**config.mk**
```make
export PLATFORM = sky130hd
export DESIGN_NAME = sap_obi_slave_cut
export DESIGN_NICKNAME = d
export VERILOG_FILES = /design/src/rtl/sap_obi_slave_cut.sv
export SDC_FILE = /design/constraint.sdc
export NUM_CORES = 1
export LEC_CHECK = 0
export ABC_AREA = 1
export CAP_MARGIN = 5
export CELL_PAD_IN_SITES_DETAIL_PLACEMENT = 0
export CELL_PAD_IN_SITES_GLOBAL_PLACEMENT = 1
export CORE_ASPECT_RATIO = 0.6
export CORE_MARGIN = 1.5
export CORE_UTILIZATION = 33
export CTS_CLUSTER_SIZE = 24
export DETAILED_ROUTE_END_ITERATION = 7
export PLACE_DENSITY = 0.86
export SYNTH_ARGS = -nofsm -noshare
export SYNTH_HDL_FRONTEND = slang
export SYNTH_SLANG_ARGS = --single-unit
```
**constraint.sdc**
```tcl
create_clock -name clk_i -period 3.7 [get_ports clk_i]
set_input_delay 0.555 -clock clk_i [delete_from_list [all_inputs] [get_ports clk_i]]
set_output_delay 0.555 -clock clk_i [all_outputs]
set_load 0.02 [all_outputs]
```
**src/rtl/sap_obi_slave_cut.sv**
```systemverilog
// OBI pipeline cut for one crossbar slave port. Requests are buffered in a
// small FIFO, responses go through a one-cycle register, and the number of
// transactions in flight is capped so a slow slave cannot pile them up.
// Transaction order is preserved end to end.

package sap_obi_pkg;
  typedef struct packed {
    logic        req;
    logic        we;
    logic [3:0]  be;
    logic [31:0] addr;
    logic [31:0] wdata;
  } obi_req_t;

  typedef struct packed {
    logic        gnt;
    logic        rvalid;
    logic [31:0] rdata;
  } obi_resp_t;
endpackage

module sap_obi_slave_cut #(
  parameter int unsigned  REQ_DEPTH       = 2,
  parameter int unsigned  MAX_OUTSTANDING = 4,
  parameter type          obi_req_t       = sap_obi_pkg::obi_req_t,
  parameter type          obi_resp_t      = sap_obi_pkg::obi_resp_t,
  localparam int unsigned OUT_W           = $clog2(MAX_OUTSTANDING + 1)
) (
  input  logic             clk_i,
  input  logic             rst_ni,
  input  obi_req_t         master_req_i,
  output obi_resp_t        master_resp_o,
  output obi_req_t         slave_req_o,
  input  obi_resp_t        slave_resp_i,
  output logic [OUT_W-1:0] outstanding_o,
  output logic             idle_o
);

  localparam int unsigned PTR_W = (REQ_DEPTH > 1) ? $clog2(REQ_DEPTH) : 1;
  localparam int unsigned CNT_W = $clog2(REQ_DEPTH + 1);
  // req is the MSB of the request struct; everything below it is payload
  localparam int unsigned PAY_W = $bits(obi_req_t) - 1;

  localparam logic [CNT_W-1:0] DEPTH_C   = CNT_W'(REQ_DEPTH);
  localparam logic [OUT_W-1:0] MAX_OUT_C = OUT_W'(MAX_OUTSTANDING);
  localparam logic [PTR_W-1:0] LAST_PTR  = PTR_W'(REQ_DEPTH - 1);

  logic [PAY_W-1:0] fifo_mem [REQ_DEPTH];
  logic [PTR_W-1:0] wr_ptr;
  logic [PTR_W-1:0] rd_ptr;
  logic [CNT_W-1:0] fifo_cnt;
  logic [OUT_W-1:0] out_cnt;
  logic             rvalid_p1;
  logic [31:0]      rdata_p1;

  logic fifo_empty;
  logic fifo_full;
  logic out_full;
  logic m_gnt;
  logic push;
  logic pop;

  // Step the in-flight count; a decrement at zero is dropped, never wrapped
  function automatic logic [OUT_W-1:0] out_next(input logic [OUT_W-1:0] cur,
                                                input logic             inc,
                                                input logic             dec);
    logic [OUT_W-1:0] nxt;
    nxt = cur;
    if (inc && !dec) begin
      if (cur != MAX_OUT_C) nxt = cur + 1'b1;
    end else if (dec && !inc) begin
      if (cur != '0) nxt = cur - 1'b1;
    end
    return nxt;
  endfunction

  assign fifo_empty = (fifo_cnt == '0);
  assign fifo_full  = (fifo_cnt == DEPTH_C);
  assign out_full   = (out_cnt == MAX_OUT_C);

  // Grant depends only on registered state and req; held low while in reset
  assign m_gnt = rst_ni && master_req_i.req && !fifo_full && !out_full;
  assign push  = m_gnt;
  assign pop   = !fifo_empty && slave_resp_i.gnt;

  assign outstanding_o = out_cnt;
  assign idle_o        = fifo_empty && (out_cnt == '0);

  // Upstream response: combinational grant, registered rvalid/rdata
  always_comb begin
    master_resp_o        = '0;
    master_resp_o.gnt    = m_gnt;
    master_resp_o.rvalid = rvalid_p1;
    master_resp_o.rdata  = rdata_p1;
  end

  // Downstream request presents the FIFO head, all zero when empty
  always_comb begin
    slave_req_o = '0;
    if (!fifo_empty) slave_req_o = obi_req_t'({1'b1, fifo_mem[rd_ptr]});
  end

  // FIFO storage: payload only, no reset needed
  always_ff @(posedge clk_i) begin
    if (push) fifo_mem[wr_ptr] <= master_req_i[PAY_W-1:0];
  end

  // FIFO pointers and occupancy
  always_ff @(posedge clk_i or negedge rst_ni) begin
    if (!rst_ni) begin
      wr_ptr   <= '0;
      rd_ptr   <= '0;
      fifo_cnt <= '0;
    end else begin
      if (push) wr_ptr <= (wr_ptr == LAST_PTR) ? '0 : wr_ptr + 1'b1;
      if (pop)  rd_ptr <= (rd_ptr == LAST_PTR) ? '0 : rd_ptr + 1'b1;
      if (push && !pop)      fifo_cnt <= fifo_cnt + 1'b1;
      else if (pop && !push) fifo_cnt <= fifo_cnt - 1'b1;
    end
  end

  // Response register: rvalid delayed one cycle, rdata captured only on rvalid
  always_ff @(posedge clk_i or negedge rst_ni) begin
    if (!rst_ni) begin
      rvalid_p1 <= 1'b0;
      rdata_p1  <= '0;
    end else begin
      rvalid_p1 <= slave_resp_i.rvalid;
      if (slave_resp_i.rvalid) rdata_p1 <= slave_resp_i.rdata;
    end
  end

  // In-flight counter: up on upstream accept, down on upstream rvalid
  always_ff @(posedge clk_i or negedge rst_ni) begin
    if (!rst_ni) out_cnt <= '0;
    else         out_cnt <= out_next(out_cnt, push, rvalid_p1);
  end

endmodule

```
==> summary.txt, run 1 <==
Implementation progress

The flow ran to the end, and the final reports show no timing, DRC or antenna violations. Clock tree synthesis selected as its root buffer the cell sky130_fd_sc_hd__clkbuf_16. TritonCTS built the clock tree. Looking at the critical path, the highest net fanout was 32.

The top cell types in the final layout, fill and taps aside, are 212 x sky130_fd_sc_hd__clkdlybuf4s50_1, 160 x sky130_fd_sc_hd__nand2_1, 138 x sky130_fd_sc_hd__edfxtp_1, 60 x sky130_fd_sc_hd__a21oi_1, 39 x sky130_fd_sc_hd__dfrtp_1. Counting only logic cells after layout, the most numerous master is sky130_fd_sc_hd__clkdlybuf4s50_1. The total stage count of the critical path stands at 5. After Yosys synthesis, full adders, half adders and majority gates account for 0.6545% of the synthesized area. The slew at the pin closest to its max-slew limit stands at 0.8026 ns. The longest clock path from root to sink contains 2 buffers. The number of fillers in the final layout stands at 1820. The share of total power in combinational logic stands at 42.2%. Looking at the cell usage after synthesis, the top flip-flop cell is sky130_fd_sc_hd__edfxtp_1. Summed over all nets, the switching power comes to 0.002607 W.

The most critical setup path has its endpoint at slave_req_o[40]. The share of synthesized cell area in and, or, nand and nor gates stands at 9.600%. The synthesis stats list as the most numerous cell sky130_fd_sc_hd__nand2_1. The area after detailed placement stands at 9245 um^2. The number of endpoints failing setup at the final stage stands at 0. The multi-input combinational gate total stands at 277. The biggest area contributor in the post-synthesis netlist is sky130_fd_sc_hd__edfxtp_1. The total number of yosys warnings stands at 0. The number of hold buffers added after CTS was 0. The static power due to leakage stands at around 3.6 nW.

Entering global routing, the biggest net connects 70 pins. The number of design rule violations left after detail routing stands at 0. Of the total power, the clock network draws 22.7%. The total die size stands at about 22000 um^2. The proportion of total power due to net switching stands at 35.51%. Sequential cells account for 35.1% of the total power. The worst VDD IR drop from the latest analysis is around 0.42 mV.

The count of placed standard cells in the final layout, fillers left out stands at 993. The count of buffers added on input and output ports is 213. The combined buffer and inverter count along the critical path stands at 3. Max-cap violations in this run came to 0.

The cell-internal power stands at 0.004733 W. The width of the die stands at 189.4 um. Summing all multi-input logic gate instances after layout gives between 1000 and 1500 um^2. For this run, the register share of the synthesized area comes to 74.76%. The final critical path takes up between 80 and 90% of the cycle. The floorplan report gives the top-level pin count as 214.

Looking at the area split, the leading class of cells is sequential cells. There are approximately 180 flip-flops and latches. The cell area that synthesis handed to floorplanning was slightly below 7000 um^2. The required time at the endpoint of the critical path stands at roughly 3.1 ns.

The register with the most flip-flops in the layout has between 100 and 150 of them. The registers of the reported paths see a clock transition of 0.06 ns. The commonest cells after synthesis are 160 x sky130_fd_sc_hd__nand2_1, 138 x sky130_fd_sc_hd__edfxtp_1, 60 x sky130_fd_sc_hd__a21oi_1. Per the post-place timing report, worst setup slack is 0.9812 ns.

The worst setup path is captured at an output pin. The number of hold-slack violations in the final timing report stands at 0. After synthesis, the mean cell area works out to 13.87 um^2. The share of the synthesized area in the top cell type stands at 60.22%. The fraction of synthesized cell area in xor and xnor cells stands at 0.3818%.

The number of cells upsized or downsized after cts stands at 0. The number of setup buffers added after CTS stands at 0. The fraction of registers with async set or reset after synthesis stands at 22.47%. STA lists the startpoint of the worst register-to-register path as outstanding_o[0]. The final layout reports a setup TNS of 0 ns. Setup repair after global routing left no endpoint under its margin.

Per the layout report, the design carries 13 non-clock inverters. Detailed placement ended at an HPWL of 10670 um. The clock sink count stands at between 150 and 200.

The count of inserted antenna diode cells stands at 0. The final layout contains approximately 800 nets. Across the placement rows, the number of tap cells is 273. The number of cell rows stands at approximately 40. Pins over their slew limit in the final report were tallied at 0.
[run 1: cells by family (layout without fill, tap and decap cells)]
group | count (synthesis) | after routing
adder cells (fa/ha/maj) | 3 | 3
multiplexers | 32 | 32
flip-flops | 178 | 178
buffers and inverters | 41 | 265
XOR/XNOR | 3 | 3
AND-OR/OR-AND | 70 | 70
AND/OR/NAND/NOR | 169 | 169
[run 1: routing by layer]
layer / wire length, um / track usage [%] / vias up / part of all wire [%]
met3: 886 / 5.342 / 11 / 5.5
met4: 163 / 4.127 / 0 / 1.0
met1: 7888 / 21.60 / 2148 / 49
li1: - / - / 2148 / -
met5: 0 / 0 / - / 0
met2: 7174 / 22.30 / 103 / 45
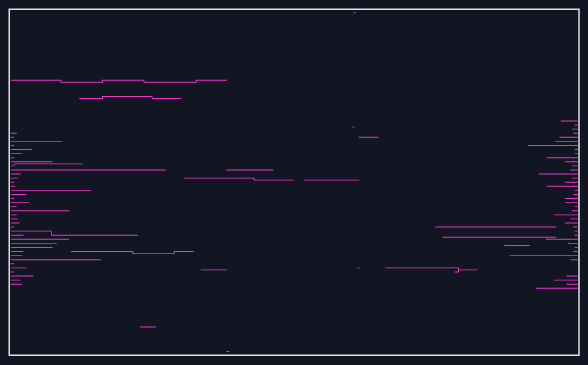
(run_1/met3.png)
(3 px per um)
nets with wire on the layer: 85
share of all routed wire: 5.5%
wire length on this layer: 887 um
met3 Usage GRT: 5.342%
total via count in the routed design: 4410
routed wire length: 16110 um

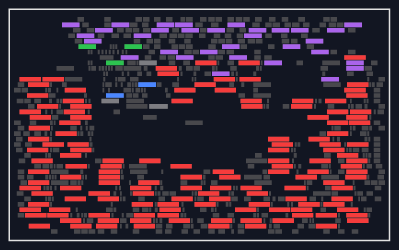
(run_1/registers.png)
(2 px per um) Other sequential cells in the stronger grey, the rest of the logic in the fainter grey.
| signal | colour | sequential cells |
|---|---|---|
| fifo_cnt | blue | 2 |
| rdata_p1 | purple | 32 |
| fifo_mem | red | 138 |
| outstanding_o | green | 3 |
not coloured: 3
FF/Latch Area: 5146 um^2
flip-flop and latch power: 0.00257 W
final core utilization: 48.36%
register fraction of the total cell area: 52.63%

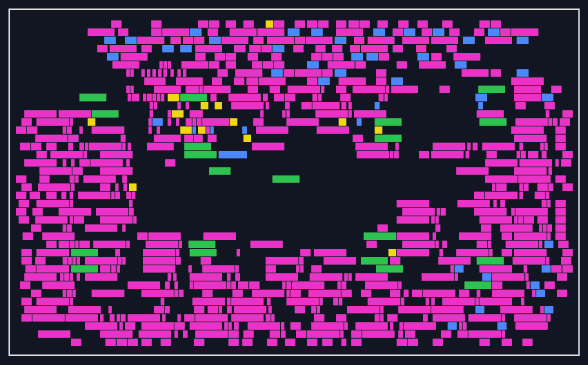
(run_1/drive_strength.png)
(3 px per um)
| size | colour | cells | share |
|---|---|---|---|
| drive 6 and up | green | 20 | 2.8% |
| drive 2 | blue | 47 | 6.5% |
| drive 3 to 4 | yellow | 14 | 1.9% |
| drive 1 or less | magenta | 639 | 89% |
min setup slack post-route: 0.5946 ns
buffer count excluding the clock tree in the final layout: 223
total non-filler cell area in the finished layout: 9778 um^2
area added between synthesis and finish: 42.09%

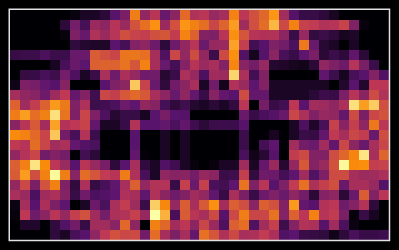
(run_1/wire_density.png)
(2 px per um) 38 x 23 tiles, from black (low) to pale yellow (high), scaled to the fullest tile. Values are wire area over tile area, all layers added.
tiles over half the peak: 22%
fullest tile: 0.36
emptiest ninth of the die: middle
Avg WL per Cell: 16.23 um
aggregate global-route resource usage: 15.26%

--- run 2 (diff from run 1) ---
==> constraint.sdc (replaced) <==
create_clock -name clk_i -period 2.8 [get_ports clk_i]
set_input_delay 0.42 -clock clk_i [delete_from_list [all_inputs] [get_ports clk_i]]
set_output_delay 0.42 -clock clk_i [all_outputs]
set_load 0.02 [all_outputs]
==> run 2 against run 1 <==
Count of clock-buffer cells in the layout is 5 lower. Synthesized area stayed put. First-iteration DRC count is 12% higher. Core utilization is 0.71 points higher. Total power is 36% higher. Largest power group unchanged.
==> summary.txt, run 2 <==
Implementation progress

The flow ran to the end, and the final reports show no timing, DRC or antenna violations. The script computed the net switching share of total power as a little over a third. Per the CTS log, the root buffer master is sky130_fd_sc_hd__clkbuf_16. Along the critical path, the tally of buffer and inverter instances is 2. After clock tree synthesis, the setup repair step added 0 buffers. The placement stage leaves a total instance area of about 9300 um^2. The worst-case setup margin in the final layout stands at 0.1503 ns. Yosys reports that the leading cell type by area covers about three fifths of the netlist area. The maximum fanout count along the critical path stands at 69. The deepest clock path buffer count stands at 2. Yosys reports that the most numerous cell types are 160 x sky130_fd_sc_hd__nand2_1, 138 x sky130_fd_sc_hd__edfxtp_1, 60 x sky130_fd_sc_hd__a21oi_1. The count of cells in the finished layout, fillers not included, comes to 997.

The count of pins on the block boundary stands at about 210. In the final run the clock tree shows a worst skew of roughly 0.012 ns. The static power due to leakage stands at 3.638 nW. The top cell type in the final layout, fill and taps aside, is sky130_fd_sc_hd__clkdlybuf4s50_1. The sequential cell fraction of total power stands at 34.1%. The cell area after synthesis stands at 6882 um^2.

The detailed router placed ~4500 vias in this run. The number of fillers in the final layout stands at around 1800. The number of hold-slack violations in the final timing report stands at 0. Measured along the x axis, the die boundary spans 189.4 um. The top cell types in the final layout, fill and taps aside, are 211 x sky130_fd_sc_hd__clkdlybuf4s50_1, 160 x sky130_fd_sc_hd__nand2_1, 138 x sky130_fd_sc_hd__edfxtp_1, 60 x sky130_fd_sc_hd__a21oi_1, 39 x sky130_fd_sc_hd__dfrtp_1.

The worst setup timing slack at the placement stage stands at 0.4132 ns. Summed over all failing endpoints, the final setup total negative slack is 0 ns. In the final design database the tool counted approximately 820 nets. Internal power comes to 0.006439 W. Setup repair after global routing left no endpoint under its margin. The area of all placed cells without fillers stands at 9922 um^2. The share of total power in combinational logic stands at between 40% and 50%. The number of cell rows stands at 40. Entering global routing, the biggest net connects 70 pins. The routed wire length per instance stands at 16.25 um. Dividing the final minimum period by the clock period gives 94.63%. Yosys stat counts around 500 cells in the synthesized netlist. In this run, the synthesized area fraction spent on and/or/nand/nor cells is recorded as 9.600%. The sequential fraction of the synthesis area stands at about three quarters. The total die size stands at 21760 um^2. TritonCTS built the clock tree.

For this run, the total global-route usage over all layers was measured as 15.18%. The worst IR drop on VDD stands at 0.5135 mV. STA lists the startpoint of the worst register-to-register path as outstanding_o[0].

The critical path ends at slave_req_o[17]. All stages included, the depth of the critical timing path comes to 4. The fraction of synthesized cell area in xor and xnor cells stands at less than 1%. The area growth from synthesis to layout is 44.18%.

The worst setup path is captured at an output pin. The number of flip-flops in the largest register stands at between 100 and 150. The synthesized netlist devotes 0.6545% of its cell area to adder and majority cells. The total detailed-routing wirelength stands at 16200 um. The cell type that accounts for the most area after synthesis is sky130_fd_sc_hd__edfxtp_1. The clock slew at the register clock pins of the worst setup and hold paths stands at 0.07 ns.

For this run, the script counts the antenna cells in the layout as 0. Among all cell types in the netlist, the one instantiated most often is sky130_fd_sc_hd__nand2_1. The run reported a max-capacitance violation count of 0.

The count of input and output buffers stands at 213.
==> run 2: cell counts after synthesis <==
Identical to the previous run, type by type.
==> run 2: timing repair <==
action | CTS | global route
endpoints found under the setup margin | 0 | 2
hold buffers | 0 | 0
resized | 0 | 2
==> run 2: per-layer routing <==
| layer | global-route usage (%) | wire, um |
|---|---|---|
| met1 | 22.16 | 7997 |
| met2 | 21.54 | 7200 |
| met3 | 4.945 | 880 |
| met4 | 4.286 | 121 |
| met5 | 0 | 0 |
==> run 2: cell type report <==
cell class,instances,area (um^2),area share (%)
repair buffers,224,2300,23.18
multi-input cells,277,1493,15.04
inverters,13,51.30,0.5170
clock inverters,14,161.4,1.627
well taps,273,341.6,3.443
clock buffers,18,429.2,4.325
flip-flops and latches,178,5146,51.87
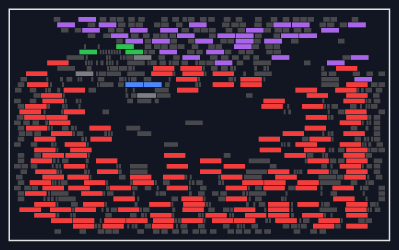
(run_2/registers.png)
(2 px per um) Other sequential cells in the stronger grey, the rest of the logic in the fainter grey.
| signal | colour | sequential cells |
|---|---|---|
| rdata_p1 | purple | 32 |
| fifo_mem | red | 138 |
| fifo_cnt | blue | 2 |
| outstanding_o | green | 3 |
not coloured: 3
flip-flop and latch power: 0.00340 W
final core utilization: 49.07%
register fraction of the total cell area: 51.87%

Power and IR drop assume default switching activity.
